File: config.mk
export PLATFORM = sky130hd
export DESIGN_NAME = k8088_bus
export DESIGN_NICKNAME = d
export VERILOG_FILES = /design/src/rtl/k8088_bus.sv
export SDC_FILE = /design/constraint.sdc
export NUM_CORES = 1
export LEC_CHECK = 0
export CAP_MARGIN = 40
export CORE_MARGIN = 2
export CORE_UTILIZATION = 40
export CTS_CLUSTER_DIAMETER = 80
export DETAILED_ROUTE_END_ITERATION = 10
export GPL_TIMING_DRIVEN = 0
export PLACE_DENSITY = 0.75
export SLEW_MARGIN = 20
export SYNTH_ARGS = -nofsm -noshare
export SYNTH_HDL_FRONTEND = slang
export SYNTH_SLANG_ARGS = --single-unit
File: constraint.sdc
create_clock -name clock -period 5.41 [get_ports clock]
set_clock_uncertainty 0.2 [all_clocks]
set_input_delay 1.623 -clock clock [delete_from_list [all_inputs] [get_ports clock]]
set_output_delay 1.623 -clock clock [all_outputs]
set_load 0.1 [all_outputs]
File: src/rtl/k8088_bus.sv
// rtl/k8088_bus.sv - 8088 core to memory bus sequencer: ISSUE/WAIT/STEP handshake with ack timeout.
// Optional write protection of addresses >= ROM_BASE is enabled by defining K8088_BUS_WP_EN.
module k8088_bus #(
    parameter logic [7:0]  WAIT_MAX = 8'd255,
    parameter logic [19:0] ROM_BASE = 20'hF0000
) (
    input  logic        clock,
    input  logic        reset_n,
    input  logic [19:0] cpu_address,
    input  logic [7:0]  cpu_out,
    input  logic        cpu_we,
    output logic        cpu_chipen,
    output logic [7:0]  cpu_in,
    output logic [19:0] mem_address,
    output logic [7:0]  mem_wdata,
    output logic        mem_we,
    output logic        mem_req,
    input  logic [7:0]  mem_rdata,
    input  logic        mem_ack,
    output logic        bus_err,
    output logic        wp_hit
);

    typedef enum logic [1:0] {
        S_ISSUE = 2'd0,
        S_WAIT  = 2'd1,
        S_STEP  = 2'd2
    } state_t;

    state_t     state;
    state_t     state_next;
    logic [7:0] wait_cnt;
    logic       wp_en;
    logic       wp_block;
    logic       timeout;

`ifdef K8088_BUS_WP_EN
    assign wp_en = 1'b1;
`else
    assign wp_en = 1'b0;
`endif

    // A blocked write is turned into a read so the CPU still gets a normal step.
    assign wp_block = wp_en && cpu_we && (cpu_address >= ROM_BASE);
    assign timeout  = !mem_ack && (wait_cnt == WAIT_MAX);

    always_ff @(posedge clock) begin
        if (!reset_n) begin
            state <= S_ISSUE;
        end else begin
            state <= state_next;
        end
    end

    always_comb begin
        state_next = S_ISSUE;
        case (state)
            S_ISSUE: state_next = S_WAIT;
            S_WAIT:  state_next = (mem_ack || timeout) ? S_STEP : S_WAIT;
            S_STEP:  state_next = S_ISSUE;
            default: state_next = S_ISSUE;
        endcase
    end

    always_comb begin
        cpu_chipen = (state == S_STEP);
    end

    always_ff @(posedge clock) begin
        if (!reset_n) begin
            mem_address <= 20'h0;
            mem_wdata   <= 8'h0;
            mem_we      <= 1'b0;
            mem_req     <= 1'b0;
            cpu_in      <= 8'hFF;
            bus_err     <= 1'b0;
            wp_hit      <= 1'b0;
            wait_cnt    <= 8'h0;
        end else begin
            case (state)
                S_ISSUE: begin
                    mem_address <= cpu_address;
                    mem_wdata   <= cpu_out;
                    mem_we      <= cpu_we && !wp_block;
                    mem_req     <= 1'b1;
                    wait_cnt    <= 8'h0;
                    wp_hit      <= wp_block;
                end
                S_WAIT: begin
                    wp_hit <= 1'b0;
                    if (mem_ack) begin
                        mem_req <= 1'b0;
                        cpu_in  <= mem_we ? mem_wdata : mem_rdata;
                    end else if (timeout) begin
                        mem_req <= 1'b0;
                        cpu_in  <= 8'hFF;
                        bus_err <= 1'b1;
                    end else begin
                        wait_cnt <= wait_cnt + 8'd1;
                    end
                end
                default: begin
                    wp_hit <= 1'b0;
                end
            endcase
        end
    end

endmodule

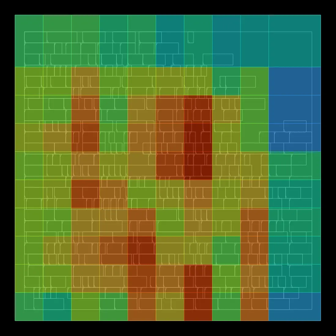
*Track usage over the die, run 1*
core occupancy in the finished layout: 75.87%
global-route total usage across every layer: 23.44%
met2 GRT Util: 41.13%
GR Layer Usage met3: 5.890%

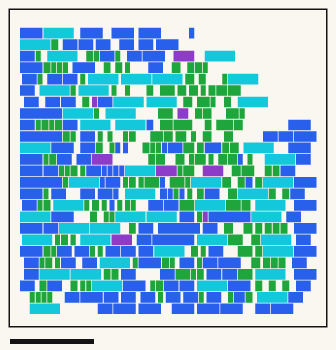
*Cells coloured by class, run 1*
The bar under the picture is 20 um long.
Green marks all other logic, cells 180. Blue marks other buffers and delay cells, cells 138. Purple marks clock drivers and dummy loads, cells 8. Cyan marks flip-flops, cells 49.
post-route standard cell area excluding fillers: 3631 um^2
row count: 25
register share of the cell area: 27.02%
standard cell core area: 4786 um^2

==> flow_summary.yaml, run 1 <==
# flow metrics
finish:
  antenna_cells_inserted: 0
  area_delta_synth_final_pct: 80.92
  instances_no_fill: 442
  number_of_filler_instances_in_the_final_layout: 325
synthesis:
  synth.yosys.num_cells: 249
  topCombFamilyByArea: "simple AND/OR/NAND/NOR gates"
  post_synthesis_mean_instance_area_um2: 8.060
  synth.ff_latch_count: 49
  synthTopCellsByArea: "sky130_fd_sc_hd__dfxtp_1 49%, sky130_fd_sc_hd__nand2_1 12%, sky130_fd_sc_hd__a21oi_1 11%"
  flop_cell: "sky130_fd_sc_hd__dfxtp_1"
  synth.cellmix.adderShare_pct: 0.6234
  share_of_synthesized_area_occupied_by_flip_flops_and_latches_pct: 48.88
  xor_area_share_pct: 0.4364
  synthAoiAreaFrac_pct: 17.89
  common_cells: "62 x sky130_fd_sc_hd__nand2_1, 49 x sky130_fd_sc_hd__dfxtp_1, 43 x sky130_fd_sc_hd__a21oi_1"
  netlist.top_cell.by_instances: "sky130_fd_sc_hd__nand2_1"
  synth_warnings: 0
  mappedNetlistNets: 290
critical_path:
  worst-endpoint-required_ns: 3.59
  path_cells: "buf_2 > nor2b_1 > clkdlybuf4s50_1 > buf_8"
  critPathTopFamily: "buffers and inverters"
  path_buffers: 3
  critical_path.startpoint: "state[1]"
  crit_path_top_delay_cell: "sky130_fd_sc_hd__clkdlybuf4s50_1"
  criticalPathCategory: "register to primary output"
  timing.rr.start: "wait_cnt[0]"
  critical_path_peak_fanout: 10
  rrSetupSlack_ns: 3.04
sta:
  grt_setup_unrepaired: "no"
  finalClockPeriodUsage_pct: 65.89
  timing.final.crit_period_ns: 3.565
  final_report_setup_violation_count: 0
  max_slew.worst_pin.slew_ns: 0.7760
routing:
  drt-vias-per-instance: 5.048
  drt_iter0_markers: 92
  wl_per_cell_um: 13.76
  first_drt_pass_iteration_count: 4
job:
  cap_violations: 0
  tool_warnings: 26
floorplanning:
  dieHeight_um: 74.83
  num_io_pins: 81
  chip_area_um2: 5600
  fp_util_pct: 41.93
power:
  vdd.ir_drop.worst_mv: 0.2336
  p_per_area_nw_per_um2: 271.4
  leakage_nw: 1.456
cts:
  cts_root_buffer: "sky130_fd_sc_hd__clkbuf_8"
  cts_h_tree_lvls: 2
  cts_max_path_buffers: 2
  cts_setup_buffers: 0
  cts_hold_buf: 0
  ctsResizeCount: 0
min_path:
  holdPathEnd: "mem_address[2]"
  min-delay-start: "mem_address[2]"
  hold_path_class: "register to register"
global_routing:
  grt_first_pass_wirelength_mm: 9.922
  antenna_violations_before_repair: 0
placed_design:
  dp_cells: 434
  dp_hpwl_mm: 4.704
  placement.io_buffers: 78
  globalplace.congestion: 0.8909
status:
  outcome: "completed"
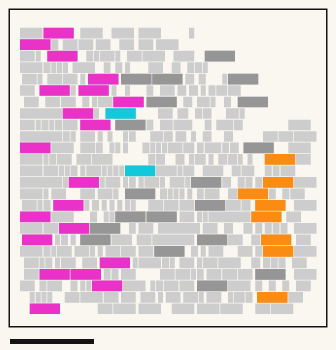
*Sequential cells grouped by signal name, run 1*
The bar under the picture is 20 um long. Other sequential cells in the stronger grey, the rest of the logic in the fainter grey.
Magenta marks `mem_address`, flops 20. Orange marks `cpu_in`, flops 8. Cyan marks `state`, flops 2.
area used by sequential logic in the layout: 980.9 um^2
sequential-cell power consumption: 0.395 mW

-- run 1: power by group --
group          internal, mW  switching (mW)  total, mW
Clock                0.0918           0.124      0.216
Sequential            0.383          0.0128      0.395
Combinational         0.143           0.231      0.374
-- run 1: cell type report --
class                      instances  area (um^2)  share of cell area, %
clock buffer                       7        76.32                  2.102
sequential                        49        980.9                  27.02
clock inverter                     1        7.507                 0.2068
buffer                            20        90.09                  2.481
inverter                           3        11.26                 0.3101
multi-input combinational        177        924.6                  25.47
timing repair buffer             118         1456                  40.11
tap                               67        83.83                  2.309
-- run 1: state kept, by name, summed over array words and instances, names as in the netlist --
| signal | cells |
|---|---|
| mem_req | 1 |
| state | 2 |
| bus_err | 1 |
| wait_cnt | 8 |
| cpu_in | 8 |
| mem_wdata | 8 |
| mem_we | 1 |
| mem_address | 20 |
-- run 1: worst min-delay path: cells and delay by family, from the launching register on --
| family | cells | cell delay, ns |
|---|---|---|
| flops | 1 | 0.32 |
| simple gates | 1 | 0.05 |
| compound gates | 1 | 0.05 |
-- run 1: layout by cell type, fill, tap and decap left out, types with 3 or more instances in the layout --
master,count
sky130_fd_sc_hd__clkdlybuf4s50_1,78
sky130_fd_sc_hd__nand2_1,62
sky130_fd_sc_hd__dfxtp_1,49
sky130_fd_sc_hd__a21oi_1,43
sky130_fd_sc_hd__buf_8,34
sky130_fd_sc_hd__clkbuf_1,16
sky130_fd_sc_hd__and3_1,11
sky130_fd_sc_hd__o21ai_0,11
sky130_fd_sc_hd__nor2_1,8
sky130_fd_sc_hd__mux2i_1,8
sky130_fd_sc_hd__buf_16,6
sky130_fd_sc_hd__clkbuf_8,5
sky130_fd_sc_hd__nand4_1,4
sky130_fd_sc_hd__buf_2,3
sky130_fd_sc_hd__nand3_1,3
sky130_fd_sc_hd__nor3_1,3
-- run 1: logic make-up (layout without fill, tap and decap cells) --
group,count (synthesis),count (layout)
muxes,8,8
and+or+nand+nor,101,101
DFF,49,49
buffers and inverters,23,149
adders and majority gates,1,1
xor gates and xnor gates,1,1
AOI/OAI and AO/OA,65,65
other,1,1
-- run 1: worst max path at each step --
stage,to,slack [ns],depth (start not counted)
after detailed placement,wait_cnt[5],2.01,3
after global routing,cpu_chipen,1.77,4
final,cpu_chipen,1.85,4
after global placement,cpu_chipen,1.80,3
after CTS,cpu_chipen,1.85,4
after floorplan,cpu_chipen,1.76,2
-- run 1: metal layers --
metal / part of all wire (%) / global-route usage (%) / vias up / wire length, um
met4: 1.5 / 9.524 / 0 / 94
met2: 52 / 41.13 / 72 / 3141
met1: 41 / 27.20 / 1044 / 2522
met3: 5.3 / 5.890 / 11 / 325
li1: - / - / 1104 / -
met5: 0 / 0 / - / 0
-- run 1: stage by stage --
stage | hold slack, ns | setup WS, ns | power, mW | area (um^2) | utilization [%]
after floorplan | 0.2728 | 1.765 | 0.6130 | 2007 | -
after global placement | 0.2412 | 1.799 | 0.6964 | 2872 | 60.00
after detailed placement | 0.2469 | 2.010 | 0.7782 | 3547 | 74.12
after CTS | 0.2579 | 1.851 | 0.9858 | 3631 | 75.87
after global routing | 0.2868 | 1.770 | 1.019 | 3631 | 75.87
final | 0.2601 | 1.845 | 0.9853 | 3631 | 75.87
==> run 1 -> run 2 <==
clock period = 3.3 ns   (was 5.41 ns; I/O delays follow)
==> run 2 against run 1 <==
Register-to-register slack worse by 2.1 ns. Sequential power is 64% higher. Die area stayed put. Power is 64% higher. Critical path depth stayed put. Core utilization stayed put. Global-route usage stayed put. Highest routed layer unchanged.
==> flow_summary.yaml, run 2 <==
# flow metrics
critical_path:
  critical_path_peak_fanout: 10
  rrSetupSlack_ns: 0.93
  timing.rr.start: "wait_cnt[0]"
  path_cells: "buf_2 > nor2b_1 > clkdlybuf4s50_1 > buf_8"
  worst-endpoint-required_ns: 2.11
  critical_path.startpoint: "state[1]"
sta:
  timing.final.crit_period_ns: 2.932
  grt_setup_unrepaired: "no"
  worst_hold_slack_ns: 0.2601
  max_slew.worst_pin.slew_ns: 0.7760
  final_report_setup_violation_count: 0
min_path:
  min-delay-start: "mem_address[2]"
  hold_path_class: "register to register"
synthesis:
  flop_cell: "sky130_fd_sc_hd__dfxtp_1"
  synth.ff_latch_count: 49
  post_synthesis_mean_instance_area_um2: 8.060
  synthTopCellsByArea: "sky130_fd_sc_hd__dfxtp_1 49%, sky130_fd_sc_hd__nand2_1 12%, sky130_fd_sc_hd__a21oi_1 11%"
  mappedNetlistNets: 290
  synth.yosys.num_cells: 249
  netlist.top_cell.by_instances: "sky130_fd_sc_hd__nand2_1"
  common_cells: "62 x sky130_fd_sc_hd__nand2_1, 49 x sky130_fd_sc_hd__dfxtp_1, 43 x sky130_fd_sc_hd__a21oi_1"
  share_of_synthesized_area_occupied_by_flip_flops_and_latches_pct: 48.88
finish:
  largest_register: "mem_address"
  fin_nets: 415
  area.combinational_um2: 924.6
  utilization_pct: 75.87
  number_of_filler_instances_in_the_final_layout: 325
  largest_reg_flops: 20
  layout.cells.most_common_list: "78 x sky130_fd_sc_hd__clkdlybuf4s50_1, 62 x sky130_fd_sc_hd__nand2_1, 49 x sky130_fd_sc_hd__dfxtp_1"
  finalInstanceArea_um2: 3631
power:
  seqPwrFrac_pct: 40.1
  totalPowerFinal_mw: 1.615
  leakage_nw: 1.456
  p_per_area_nw_per_um2: 444.9
  comb_power_share_pct: 38.0
  cellInternalPower_mw: 1.013
  power.share.clock_pct: 21.9
routing:
  wl_per_cell_um: 13.76
  first_drt_pass_iteration_count: 4
  drt_iter0_markers: 92
floorplanning:
  num_io_pins: 81
  chip_area_um2: 5600
  fp_util_pct: 41.93
  core_region_area_um2: 4786
  placementRows: 25
cts:
  cts_max_path_buffers: 2
  ctsResizeCount: 0
  cts_root_buffer: "sky130_fd_sc_hd__clkbuf_8"
  cts_setup_buffers: 0
placed_design:
  dp_cells: 434
  dp_hpwl_mm: 4.704
  placement.io_buffers: 78
  pre_cts_slack_ns: 0.5331
  globalplace.congestion: 0.8909
  placement.cell_area_um2: 3547
global_routing:
  track_usage_pct: 23.44
  antenna_violations_before_repair: 0
  grt_first_pass_wirelength_mm: 9.922
status:
  outcome: "completed"
job:
  tool_warnings: 26
==> run 2: cell counts after synthesis <==
No cell type changed its count.
==> run 2: kinds of logic after synthesis <==
family                   after synthesis  share of synthesized area [%]
buffers and inverters                 23                          5.050
XOR/XNOR                               1                         0.4365
AND-OR/OR-AND                         65                          17.89
adder cells (fa/ha/maj)                1                         0.6233
AND/OR/NAND/NOR                      101                          22.94
multiplexers                           8                          3.990
flip-flops                            49                          48.88
other                                  1                         0.1869
==> run 2: power groups by stage <==
stage	combinational (mW)	clock (mW)	sequential [mW]
floorplan	0.104	0	0.901
global placement	0.483	0	0.659
detailed placement	0.613	0	0.662
CTS	0.615	0.352	0.648
global route	0.641	0.377	0.652
finish	0.614	0.353	0.648
==> run 2: critical path: cells and delay by family, from the launching register on <==
kind	cells	cell delay [ns]
buf+inv	3	0.92
flops	1	0.33
simple gates	1	0.18
==> run 2: per-layer routing <==
layer	vias to the layer above	track usage, %	wire (um)
li1	1104	-	-
met1	1044	27.20	2522
met2	72	41.13	3141
met3	11	5.890	325
met4	0	9.524	94
met5	-	0	0
==> run 2: final cells by class <==
type	count	share of cell area, %
repair buffers	118	40.11
flip-flops and latches	49	27.02
multi-input cells	177	25.47
plain buffers	20	2.481
well taps	67	2.309
clock buffers	7	2.102
inverters	3	0.3101
clock inverters	1	0.2068
==> run 2: how the worst min path moves through the flow <==
stage	endpoint	cells after the start
global route	mem_address[13]	2
detailed placement	mem_address[2]	2
floorplan	wait_cnt[3]	2
global placement	mem_address[8]	2
CTS	mem_address[2]	2
finish	mem_address[2]	2
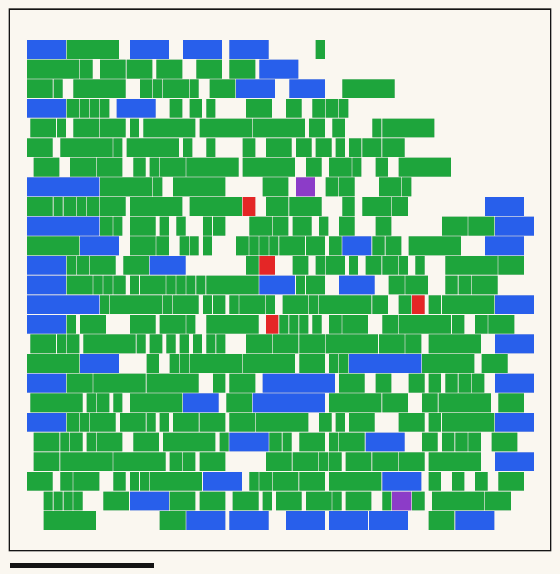
*Drive-strength map, run 2*
The bar under the picture is 20 um long.
Blue marks drive 6 and up, cells 46, share 12%, most used buf_8. Red marks drive 2, cells 4, share 1.1%, most used buf_2. Green marks drive 1 or less, cells 323, share 86%, most used clkdlybuf4s50_1. Purple marks drive 3 to 4, cells 2, share 0.53%.
setup slack of the critical path after layout: 0.3681 ns
total of plain and repair buffers excluding clock buffers: 138
Synth-to-Final Area Change: 80.92%

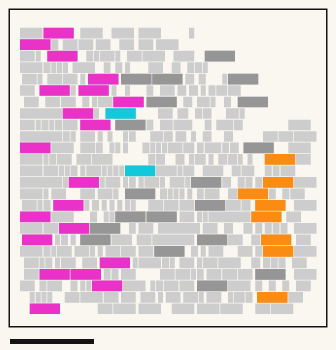
*Sequential cells grouped by signal name, run 2*
The bar under the picture is 20 um long. Other sequential cells in the stronger grey, the rest of the logic in the fainter grey.
Orange marks `cpu_in`, flops 8. Cyan marks `state`, flops 2. Magenta marks `mem_address`, flops 20.
sequential-cell power consumption: 0.648 mW

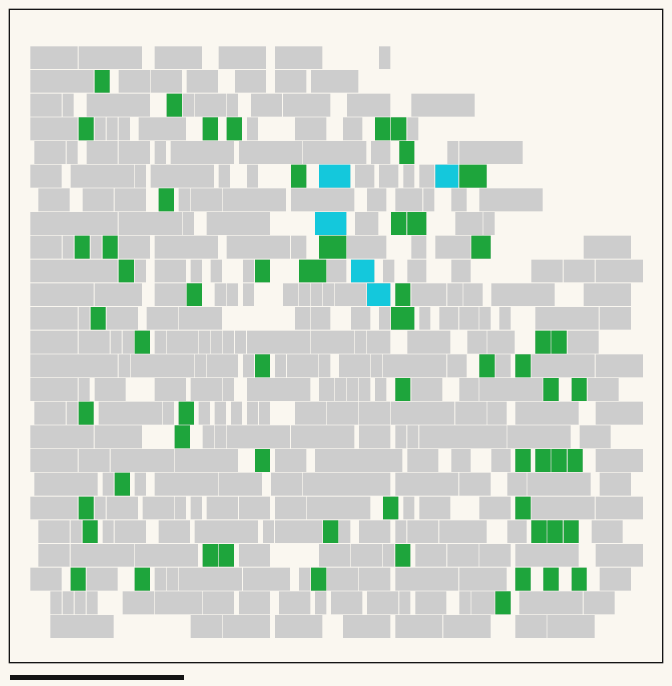
*Gate families picked out, run 2*
The bar under the picture is 20 um long.
Cyan marks AND-OR and OR-AND gates, cells 5. Green marks inverting AOI/OAI gates, cells 60, where all over the die.
combinational share of cell area: 25.47%
top logic cell by instance count in the layout: sky130_fd_sc_hd__clkdlybuf4s50_1
fin cells: 442

==> run 2 -> run 3 <==
CORE_MARGIN = unset   (was 2)
==> run 3 against run 2 <==
Worst setup slack worse by 0.020 ns. Synthesized cell count stayed put. Sequential power hardly changed. Largest cell class unchanged. Non-clock buffer count stayed put.
==> flow_summary.yaml, run 3 <==
# flow metrics
status:
  outcome: "completed"
finish:
  sequential_cell_area_um2: 980.9
  number_of_filler_instances_in_the_final_layout: 309
  layout.cells.most_common_list: "78 x sky130_fd_sc_hd__clkdlybuf4s50_1, 62 x sky130_fd_sc_hd__nand2_1, 49 x sky130_fd_sc_hd__dfxtp_1"
  largest_reg_flops: 20
  layout.cells.most_common: "sky130_fd_sc_hd__clkdlybuf4s50_1"
  finalInstanceArea_um2: 3656
  area_delta_synth_final_pct: 82.17
  antenna_cells_inserted: 0
  fin_nets: 415
  largest_register: "mem_address"
  area.combinational_um2: 924.6
synthesis:
  share_of_synthesized_area_occupied_by_flip_flops_and_latches_pct: 48.88
  post_synthesis_mean_instance_area_um2: 8.060
  synthTopCellsByArea: "sky130_fd_sc_hd__dfxtp_1 49%, sky130_fd_sc_hd__nand2_1 12%, sky130_fd_sc_hd__a21oi_1 11%"
  netlist_area_pre_place_um2: 2007
  synth.ff_latch_count: 49
  common_cells: "62 x sky130_fd_sc_hd__nand2_1, 49 x sky130_fd_sc_hd__dfxtp_1, 43 x sky130_fd_sc_hd__a21oi_1"
  synth.yosys.num_cells: 249
  ys_area_um2: 2007
  flop_cell: "sky130_fd_sc_hd__dfxtp_1"
  mappedNetlistNets: 290
  netlist.top_cell.by_instances: "sky130_fd_sc_hd__nand2_1"
  post-synth-top-area-cell: "sky130_fd_sc_hd__dfxtp_1"
  synth_warnings: 0
  syn-instance-count: 249
cts:
  cts-buffers-inserted: 5
  cts_max_path_buffers: 2
  cts_setup_buffers: 0
  cts_h_tree_lvls: 2
  tritoncts: "yes"
  cts_root_buffer: "sky130_fd_sc_hd__clkbuf_8"
  ctsResizeCount: 0
  clock-sinks: 49
  cts_hold_buf: 0
routing:
  drt_iter0_markers: 120
  drt-vias-per-instance: 5.070
  wl_per_cell_um: 13.84
  num_vias: 2241
  first_drt_pass_iteration_count: 4
sta:
  final_report_setup_violation_count: 0
  max_slew.worst_pin.slew_ns: 0.8330
  grt_setup_unrepaired: "no"
  hold_viol: 0
  finalClockPeriodUsage_pct: 89.46
  timing.final.crit_period_ns: 2.952
  worst_hold_slack_ns: 0.2595
floorplanning:
  placementRows: 25
  num_io_pins: 81
  chip_area_um2: 5304
  die_w_um: 72.83
  dieHeight_um: 72.83
  core_region_area_um2: 4786
  fp_util_pct: 41.93
critical_path:
  rr_worst_depth: 5
  criticalPathCategory: "register to primary output"
  timing.rr.start: "wait_cnt[0]"
  worst-endpoint-required_ns: 2.11
  worst_setup_path_start_kind: "register"
  critical_path_peak_fanout: 10
  path_buffers: 3
  critPathTopFamily: "buffers and inverters"
  crit_path_top_delay_cell: "sky130_fd_sc_hd__clkdlybuf4s50_1"
  critical_path.startpoint: "state[1]"
  path_cells: "buf_2 > nor2b_1 > clkdlybuf4s50_1 > buf_8"
  path_length_in_cells_of_the_critical_path: 4
placed_design:
  placement.cell_area_um2: 3522
  dp_hpwl_mm: 4.623
  placement.io_buffers: 78
  globalplace.congestion: 0.8458
power:
  vdd.ir_drop.worst_mv: 0.3532
  totalPowerFinal_mw: 1.760
  leakage_nw: 1.477
  p_per_area_nw_per_um2: 481.4
min_path:
  worstHoldPathCells: 2
  hold_path_class: "register to register"
  min-delay-start: "mem_address[0]"
global_routing:
  antenna_violations_before_repair: 0
  grt_first_pass_wirelength_mm: 10.03
  track_usage_pct: 24.82
job:
  cap_violations: 0
  tool_warnings: 26
-- run 3: cell count changes in the layout (fill, tap and decap cells not counted), sizes merged --
cell and delta:
clkbuf -2, clkinv +1, bufinv +2, clkinvlp -1
-- run 3: cells by family (layout without fill, tap and decap cells) --
kind of cell / after synthesis / count (layout) / synth area share, %
adder cells (fa/ha/maj): 1 / 1 / 0.6233
other: 1 / 1 / 0.1869
XOR/XNOR: 1 / 1 / 0.4365
AND-OR/OR-AND: 65 / 65 / 17.89
buffers and inverters: 23 / 149 / 5.050
flip-flops: 49 / 49 / 48.88
AND/OR/NAND/NOR: 101 / 101 / 22.94
multiplexers: 8 / 8 / 3.990
-- run 3: metrics by stage --
stage                     std cells  worst slack (ns)
after global placement          394            0.3169
final                           442            0.3477
after floorplan                 249            0.2880
after CTS                       442            0.3522
after detailed placement        434            0.5114
after global routing            442            0.2766
-- run 3: final cells by class --
cell class                 instances  area share, %
inverter                           3         0.3080
multi-input combinational        177          25.29
tap                               67          2.293
clock buffer                       5          1.882
sequential                        49          26.83
buffer                            20          2.464
clock inverter                     3          1.780
timing repair buffer             118          39.15
-- run 3: final timing paths --
check,end,slack [ns]
hold / removal,mem_address[0],0.26
setup reg to reg,wait_cnt[4],0.89
setup / recovery,cpu_chipen,0.35
hold reg to reg,mem_address[0],0.26
-- run 3: power by group --
group / total (mW) / switching (mW) / internal (mW)
Clock: 0.502 / 0.201 / 0.301
Sequential: 0.648 / 0.0210 / 0.627
Combinational: 0.609 / 0.379 / 0.230
Total: 1.76 / 0.601 / 1.16
-- run 3: worst reg2reg max path, delay by kind of cell (launching register included) --
family                     cells  cell delay, ns
adders and majority gates      1            0.28
AOI/OAI and AO/OA              2            0.63
DFF                            1            0.45
and+or+nand+nor                2            0.78
-- run 3: layer usage --
metal / track usage [%] / up-vias / routed length, um
li1: - / 1102 / -
met1: 28.05 / 1036 / 2496
met2: 45.07 / 89 / 3107
met3: 5.387 / 14 / 352
met4: 10.24 / 0 / 162
met5: 0 / - / 0
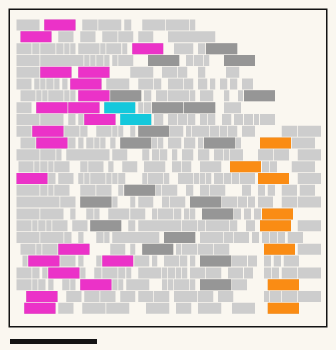
*Sequential cells grouped by signal name, run 3*
The bar under the picture is 20 um long. Other sequential cells in the stronger grey, the rest of the logic in the fainter grey.
Magenta marks `mem_address`, flops 20. Orange marks `cpu_in`, flops 8. Cyan marks `state`, flops 2.
core occupancy in the finished layout: 76.39%
register share of the cell area: 26.83%

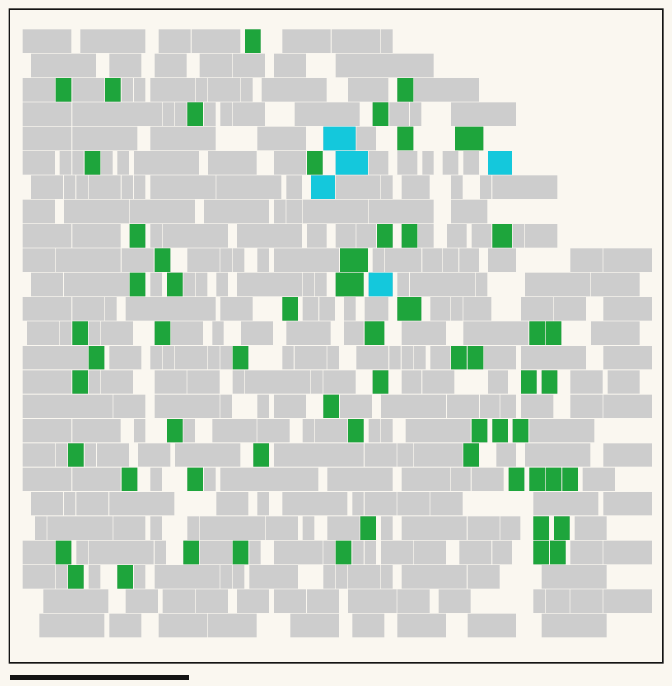
*Gate families picked out, run 3*
The bar under the picture is 20 um long.
Cyan marks AND-OR and OR-AND gates, cells 5, where top centre. Green marks inverting AOI/OAI gates, cells 60, where all over the die.
combinational share of cell area: 25.29%

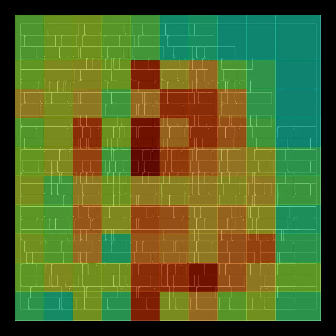
*Track usage over the die, run 3*
met2 GRT Util: 45.07%
busiest grt layer: met2
GR Layer Usage met3: 5.387%
fraction of met1 tracks used by global routing: 28.05%

No activity file was given, so power comes from the tool's default toggle rates.
